## config.mk

```make
export PLATFORM = sky130hd
export DESIGN_NAME = modn_counter
export DESIGN_NICKNAME = d
export VERILOG_FILES = /design/src/rtl/modn_pkg.sv /design/src/rtl/modn_next.sv /design/src/rtl/modn_counter.sv
export SDC_FILE = /design/constraint.sdc
export NUM_CORES = 1
export LEC_CHECK = 0
export ABC_CLOCK_PERIOD_IN_PS = 3100
export CORE_AREA = 2 2 47 49
export DETAILED_ROUTE_END_ITERATION = 16
export DIE_AREA = 0 0 49 51
export PLACE_DENSITY_LB_ADDON = 0.2
export SLEW_MARGIN = 20
export SYNTH_ARGS = -nofsm -noshare
export SYNTH_HDL_FRONTEND = slang
export SYNTH_SLANG_ARGS = --single-unit
export TNS_END_PERCENT = 100
```

## constraint.sdc

```tcl
create_clock -name clk -period 3.1 [get_ports clk]
set_input_delay 0.62 -clock clk [delete_from_list [all_inputs] [get_ports clk]]
set_output_delay 0.62 -clock clk [all_outputs]
set_load 0.01 [all_outputs]
```

## src/rtl/modn_pkg.sv

```systemverilog
// Shared types and helpers for the modulo-N counter family.
// Terminal-value decode is kept here so counter banks share one definition.
package modn_pkg;

  typedef enum logic {
    RUN  = 1'b0,
    HALT = 1'b1
  } state_t;

  localparam logic DIR_UP = 1'b1;
  localparam logic DIR_DN = 1'b0;

  // Terminal value for a given direction: top of range counting up, zero counting down.
  function automatic int unsigned term_val(input logic up, input int unsigned modulus);
    return (up == DIR_UP) ? (modulus - 1) : 0;
  endfunction

endpackage

```

## src/rtl/modn_next.sv

```systemverilog
// Combinational next-count and terminal detect for one modulo-N channel.
// Stateless so a multi-channel bank can share or replicate it freely.
module modn_next
  import modn_pkg::*;
#(
  parameter int unsigned WIDTH   = 6,
  parameter int unsigned MODULUS = 47
) (
  input  logic [WIDTH-1:0] count,
  input  logic             up,
  output logic [WIDTH-1:0] next_count,
  output logic             at_term
);

  localparam logic [WIDTH-1:0] MAXV = WIDTH'(term_val(DIR_UP, MODULUS));

  logic [WIDTH-1:0] term;

  always_comb begin
    term    = WIDTH'(term_val(up, MODULUS));
    at_term = (count == term);
  end

  generate
    if (MODULUS == (1 << WIDTH)) begin : g_pow2
      // Full binary range: plain overflow/underflow is already the modular wrap.
      always_comb begin
        next_count = (up == DIR_UP) ? count + WIDTH'(1) : count - WIDTH'(1);
      end
    end else begin : g_mod
      always_comb begin
        next_count = '0;
        if (at_term)
          next_count = (up == DIR_UP) ? '0 : MAXV;
        else if (up == DIR_UP)
          next_count = count + WIDTH'(1);
        else
          next_count = count - WIDTH'(1);
      end
    end
  endgenerate

endmodule

```

## src/rtl/modn_counter.sv

```systemverilog
// Modulo-N up/down counter with parallel load, one-shot halt and wrap/done/load_err flags.
// state | meaning
// RUN   | counting (or idle with en=0); wraps or halts at the terminal value
// HALT  | one-shot finished; count frozen until load or reset
module modn_counter
  import modn_pkg::*;
#(
  parameter int unsigned WIDTH   = 6,
  parameter int unsigned MODULUS = 47
) (
  input  logic             clk,
  input  logic             rst,
  input  logic             en,
  input  logic             load,
  input  logic [WIDTH-1:0] din,
  input  logic             up,
  input  logic             one_shot,
  output logic [WIDTH-1:0] count,
  output logic             tc,
  output logic             wrap,
  output logic             done,
  output logic             load_err
);

  generate
    if (MODULUS < 2 || MODULUS > (1 << WIDTH)) begin : g_bad_modulus
      $error("modn_counter: MODULUS must satisfy 2 <= MODULUS <= 2**WIDTH");
    end
  endgenerate

  localparam logic [WIDTH-1:0] MAXV    = WIDTH'(MODULUS - 1);
  localparam logic [WIDTH:0]   MOD_EXT = (WIDTH + 1)'(MODULUS);

  state_t           state;
  logic [WIDTH-1:0] next_count;
  logic             at_term;
  logic             din_ok;

  modn_next #(
    .WIDTH  (WIDTH),
    .MODULUS(MODULUS)
  ) u_next (
    .count     (count),
    .up        (up),
    .next_count(next_count),
    .at_term   (at_term)
  );

  assign tc     = at_term;
  assign din_ok = ({1'b0, din} < MOD_EXT);

  always_ff @(posedge clk or negedge rst) begin
    if (!rst) begin
      count    <= '0;
      wrap     <= 1'b0;
      done     <= 1'b0;
      load_err <= 1'b0;
      state    <= RUN;
    end else begin
      wrap     <= 1'b0;
      load_err <= 1'b0;
      if (load) begin
        // Out-of-range loads saturate to the top state rather than leaving the range.
        count    <= din_ok ? din : MAXV;
        load_err <= ~din_ok;
        done     <= 1'b0;
        state    <= RUN;
      end else if (en && state == RUN) begin
        if (at_term && one_shot) begin
          done  <= 1'b1;
          state <= HALT;
        end else begin
          count <= next_count;
          wrap  <= at_term;
        end
      end
    end
  end

endmodule

```

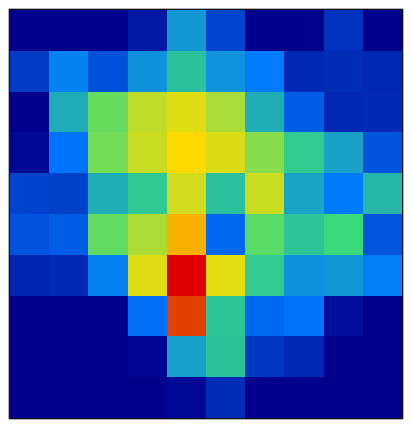
(images/route_heat.png)
Drawn at 8 px/um. 10 x 10 tiles, from dark blue (low) to red (high), scaled to the fullest tile. Values are wire area over tile area, all layers added.
tiles over half the peak	19%
nearly empty tiles	27%
fullest tile	0.44
densest ninth of the die	centre
mean over tiles	0.12
via total after detailed routing: 757
routed wire length per instance: 13.5 um
overall fraction of global-route tracks in use: 0.168

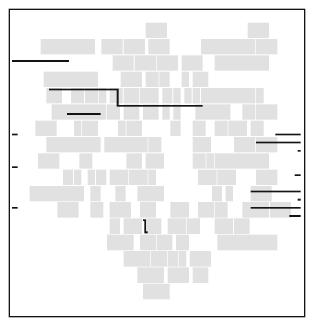
(images/m3.png)
Drawn at 6 px/um.
longest straight run	14.0 um
main direction	horizontal
share of all routed wire	4.1%
nets with wire on the layer	14
wire length on this layer	77.0 um
met3 track utilization from global routing: 0.0614
Routed WL: 1870 um

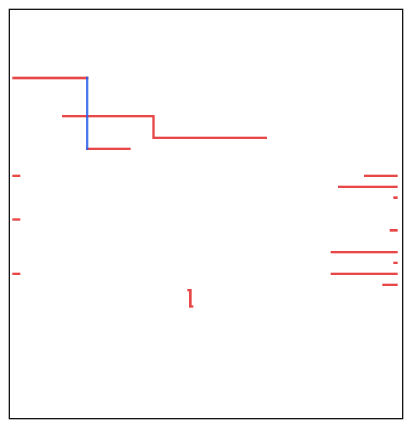
(images/layers.png)
Drawn at 8 px/um. Two of the layers only.
colour	layer	wire length
blue	M4	8.80 um
red	M3	77.0 um

==> notes.md <==
Results of the full flow below.

Cells and area:
- The run gives the layout overhead on the synthesized area as 39.5%.
- The run puts the non-clock buffering overhead in the final layout at 0.256.
- The run puts the flop count at 9.
- The run gives the register fraction of the total cell area as 0.212.
- The run gives the layout inverter count without the clock tree as 4.
- The register with the most flip-flops in the layout has 6 of them.
- The run puts the combinational fraction of the cell area at 0.461.
- The run puts the number of non-clock buffers in the layout at 29.
- The run gives the dominant kind of cell as multi-input combinational cells.
- The run gives the layout multi-input combinational cell count as 65.
- The run puts the number of standard cells in the final layout excluding fillers at 139.
- The run gives the clock buffer count in the final layout as 4.
- The run gives the area occupied by registers as 225 um^2.
- The run gives the antenna cell count as 0.
- The run gives the number of nets in the layout as 130.
- After routing the design area is 1060 um^2.
- Of the cells placed in the final design, the portion with a size suffix greater than 1 is 0.162.
- The run puts the multi-input logic area at 490 um^2.
- The largest register by flop count is count.
- The run gives the clock network area share as 0.0247.

Worst hold path:
- Hold analysis lists the worst path endpoint as state$_DFFE_PN0P_.
- The run puts the worst hold path stage count at 2.
- The startpoint identified for the worst hold timing path is state$_DFFE_PN0P_.
- The path class of the tightest hold or removal check is reg -> reg.

Synth:
- The run puts the synthesized instance count at 82.
- The run gives the number of flip-flops and latches in the synthesized netlist as 9.
- The run gives the post-synthesis net count as 100.
- After synthesis, the share of cell area in mux cells is 0.0131.
- Warnings reported by Yosys during synthesis add up to 0.
- Yosys attributes the largest share of cell area to dfrtp_1 (30%), ha_1 (8.2%), a21oi_1 (4.6%).
- The run puts the aoi/oai-family share of the synthesized area at 0.243.
- The run gives the post-synthesis cell type with the largest combined area as dfrtp_1.
- After synthesis, the largest family of logic cells by area is AND-OR/OR-AND gates.
- Of the total synthesized cell area, the portion taken by full adders, half adders and majority gates is 0.108.
- The run puts the total cells reported by yosys after synthesis at 82.
- The run gives the average size of a mapped cell as 9.31 um^2.
- The run puts the async set-reset flop share out of synthesis at 1.00.
- The synthesized design contains 0 enable-type register cells.
- In this run, distinct cell masters in the synthesized netlist total 40.
- Summing every instance area after synthesis gives 763 um^2.
- The synthesized netlist has a Yosys-reported chip area of 763 um^2.
- Ranked by instance count, the synthesized netlist is headed by dfrtp_1 (9), nor2_1 (9), a21oi_1 (7).
- The run gives the part of the Yosys area used for sequential elements as 0.295.
- The commonest register cell is dfrtp_1.
- Of the total synthesized cell area, the portion taken by XOR and XNOR cells is 0.0590.
- The run puts the area share of and/or/nand/nor cells after synthesis at 0.216.
- The share of synthesized area in the top cell type comes to 0.295.

Pwr:
- The run puts the net switching fraction of the power at 0.376.
- The run gives the maximum vdd drop as 326 uV.
- The power report puts the leakage power at 0.470 nW.
- In the power breakdown, the internal column shows 0.344 mW.
- Per report_power, the top consumer among the power groups is combinational logic.
- The run gives the power density normalized to cell area as 517 nW/um^2.
- The run gives the combinational-cell power consumption as 0.290 mW.
- The power report lists the clock group at 0.0881 mW.
- Per the OpenROAD power report, switching power amounts to 0.207 mW.
- The run puts the power drawn by the sequential cells at 0.173 mW.
- The completed layout was analyzed and its total power is 0.551 mW.
- Of the total power, the clock network draws 0.160.
- The run gives the share of power burned in registers as 0.314.
- The run puts the part of the power in combinational logic at 0.526.

Floorplanning:
- The run puts the area enclosed by the die boundary at 2500 um^2.
- The run puts the area of the core at 2060 um^2.
- The run puts the number of top-level pins at 22.
- For this configuration, the core starts out at a cell density of 0.370.
- The run gives the height of the chip as 51 um.
- The run gives the tap cell count as 28.
- The run puts the die extent in x at 49 um.

Clock network:
- Post-CTS repair ended up resizing 0 cells.
- The run puts the register clock-pin slew on the reported worst setup and hold paths at 60 ps.
- Per the CTS log, the buffer count on the longest clock path is 2.
- The run puts the hold buffer count at CTS at 0.
- The run gives the clock sink total as 9.
- The run puts the H-tree depth reported by CTS at 1.
- The run gives the clock latency on the worst-skew pair as 260 ps.
- TritonCTS built the clock tree.
- The number of setup buffers added after CTS is 0.
- The cell sitting at the root of the clock tree is a clkbuf_4.
- The run gives the clock buffer count from CTS as 3.

STA:
- The run gives the actual slew at the worst max-slew pin as 427 ps.
- Setup repair after global routing left no endpoint under its margin.
- The run gives the worst slack on hold paths as 518 ps.
- The run gives the total count of hold-check failures in the final report as 0.
- Post-route period utilization is reported as 0.868.
- In the final timing run, aggregate negative setup slack is 0 ps.
- The run gives the shortest period the worst path allows as 2690 ps.
- The run gives the maximum frequency from static timing analysis as 0.372 GHz.
- The run puts the final critical-path setup slack at 408 ps.
- The run puts the final number of setup-violating endpoints at 0.
- The run gives the final setup skew as 2.42 ps.
- The run puts the final count of pins violating max slew at 0.
- The run puts the headroom to the max-slew limit at 0.715.

Global route:
- The run puts the maximum number of pins on one net before global-route repair at 14.
- The run gives the overall overflow remaining after global route as 0.
- The first global-routing pass estimated 3110 um of wire.
- The run gives the number of antenna violations at the first check in global routing as 0.
- The run gives the number of global-route vias before repair as 724.

Worst setup path:
- The STA report counts the stages on the worst setup path as 7.
- STA lists the endpoint of the worst register-to-register path as count[0]$_DFFE_PN0P_.
- The run puts the number of cells on the worst reg-to-reg path at 6.
- The worst setup path is captured at an output port.
- In this run the critical path is formed by clkdlybuf4s50_1 > inv_1 > ha_1 > ha_1 > nand4b_1 > nor2_2 > dlymetal6s2s_1.
- The run puts the critical path data arrival time at 2070 ps.
- STA classifies the critical path startpoint as an input port.
- The run gives the launching instance or port of the critical path as up.
- The critical path ends at tc.
- The run puts the maximum single-stage delay on the critical path at 470 ps.
- In this run the critical register-to-register path is launched from count[1]$_DFFE_PN0P_.
- Per the post-run analysis, buffers plus inverters along the critical path come to 3.
- The run gives the endpoint required time on the critical path as 2480 ps.
- The run gives the kind of cell adding the most delay to the critical path as buffers and inverters.
- The run gives the largest fanout of any net on the critical path as 2.
- Counting stages on the worst path, the most repeated cell is ha_1.
- The run puts the register-to-register setup slack at 1100 ps.
- On the critical path, the stage with the largest delay is an instance of clkdlybuf4s50_1.
- The run gives the kind of critical path as in -> out.

Route:
- The run gives the number of detailed-routing iterations run before antenna repair as 4.
- The run gives the number of vias per cell as 5.45.
- The count of nets left with antenna violations once routing finished came out at 0.
- The run puts the number of violations reported at the end of detailed-routing iteration 0 at 13.
- Per the detail_route report, DRC violations left total 0.

Place:
- The run puts the area of placed instances at 1030 um^2.
- Timing analysis after detailed placement gives a worst setup slack of 11.1 ps.
- The run puts the number of placed instances with taps included at 135.
- The run gives the placer's final routability congestion estimate as 0.847.
- The run puts the count of port buffers added during placement at 21.
- In the placement report, post-DP HPWL is listed as 1560 um.

Run:
- The run gives the number of max-cap violations as 0.
- The run gives the OpenROAD warning count as 27.

Run status:
- The run finished with clean final reports.
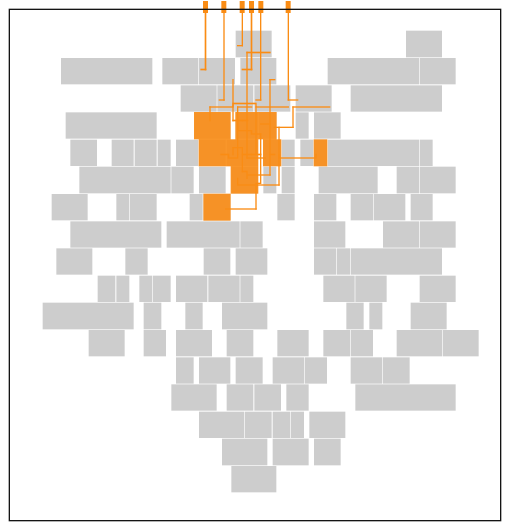
(images/port_trees.png)
Drawn at 10 px/um.
colour	port	direction	edge	end cells	buffers	wire
orange	din	input	north	9	6	145 um

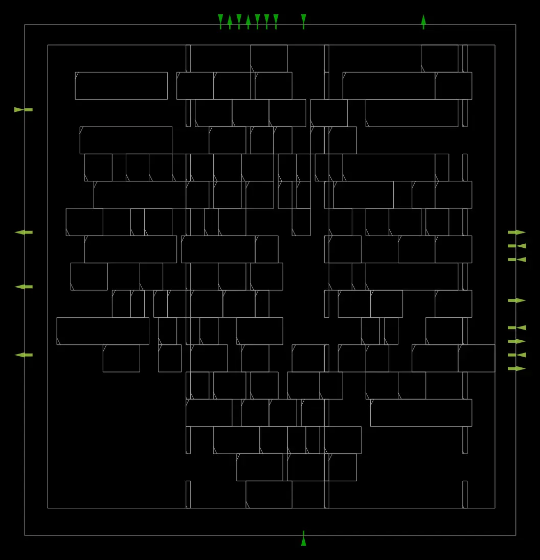
(images/placed.png)
total of fill cells in the finished design: 212
post-route core utilization: 0.516
number of placement rows: 17

## cell usage in the layout, fill, tap and decap left out, drive strengths merged, types with 2 or more instances in the layout
cell           synthesis  routed
clkdlybuf4s50          0      20
nor2                  10      10
dfrtp                  9       9
buf                    4       8
a21oi                  7       7
ha                     5       5
inv                    4       4
a31oi                  4       4
clkbuf                 0       4
nand2                  3       3
and3                   3       3
xor2                   2       2
nor4                   2       2
a22oi                  2       2
or2                    2       2
o21ai                  2       2
## layer usage
| metal | global-route usage | routed length, um | vias up |
|---|---|---|---|
| met5 | 0 | 0 | - |
| met4 | 0.0429 | 8 | 0 |
| met3 | 0.0614 | 76 | 2 |
| met2 | 0.306 | 988 | 17 |
| met1 | 0.186 | 800 | 368 |
| li1 | - | - | 370 |
No activity file was given, so power comes from the tool's default toggle rates.
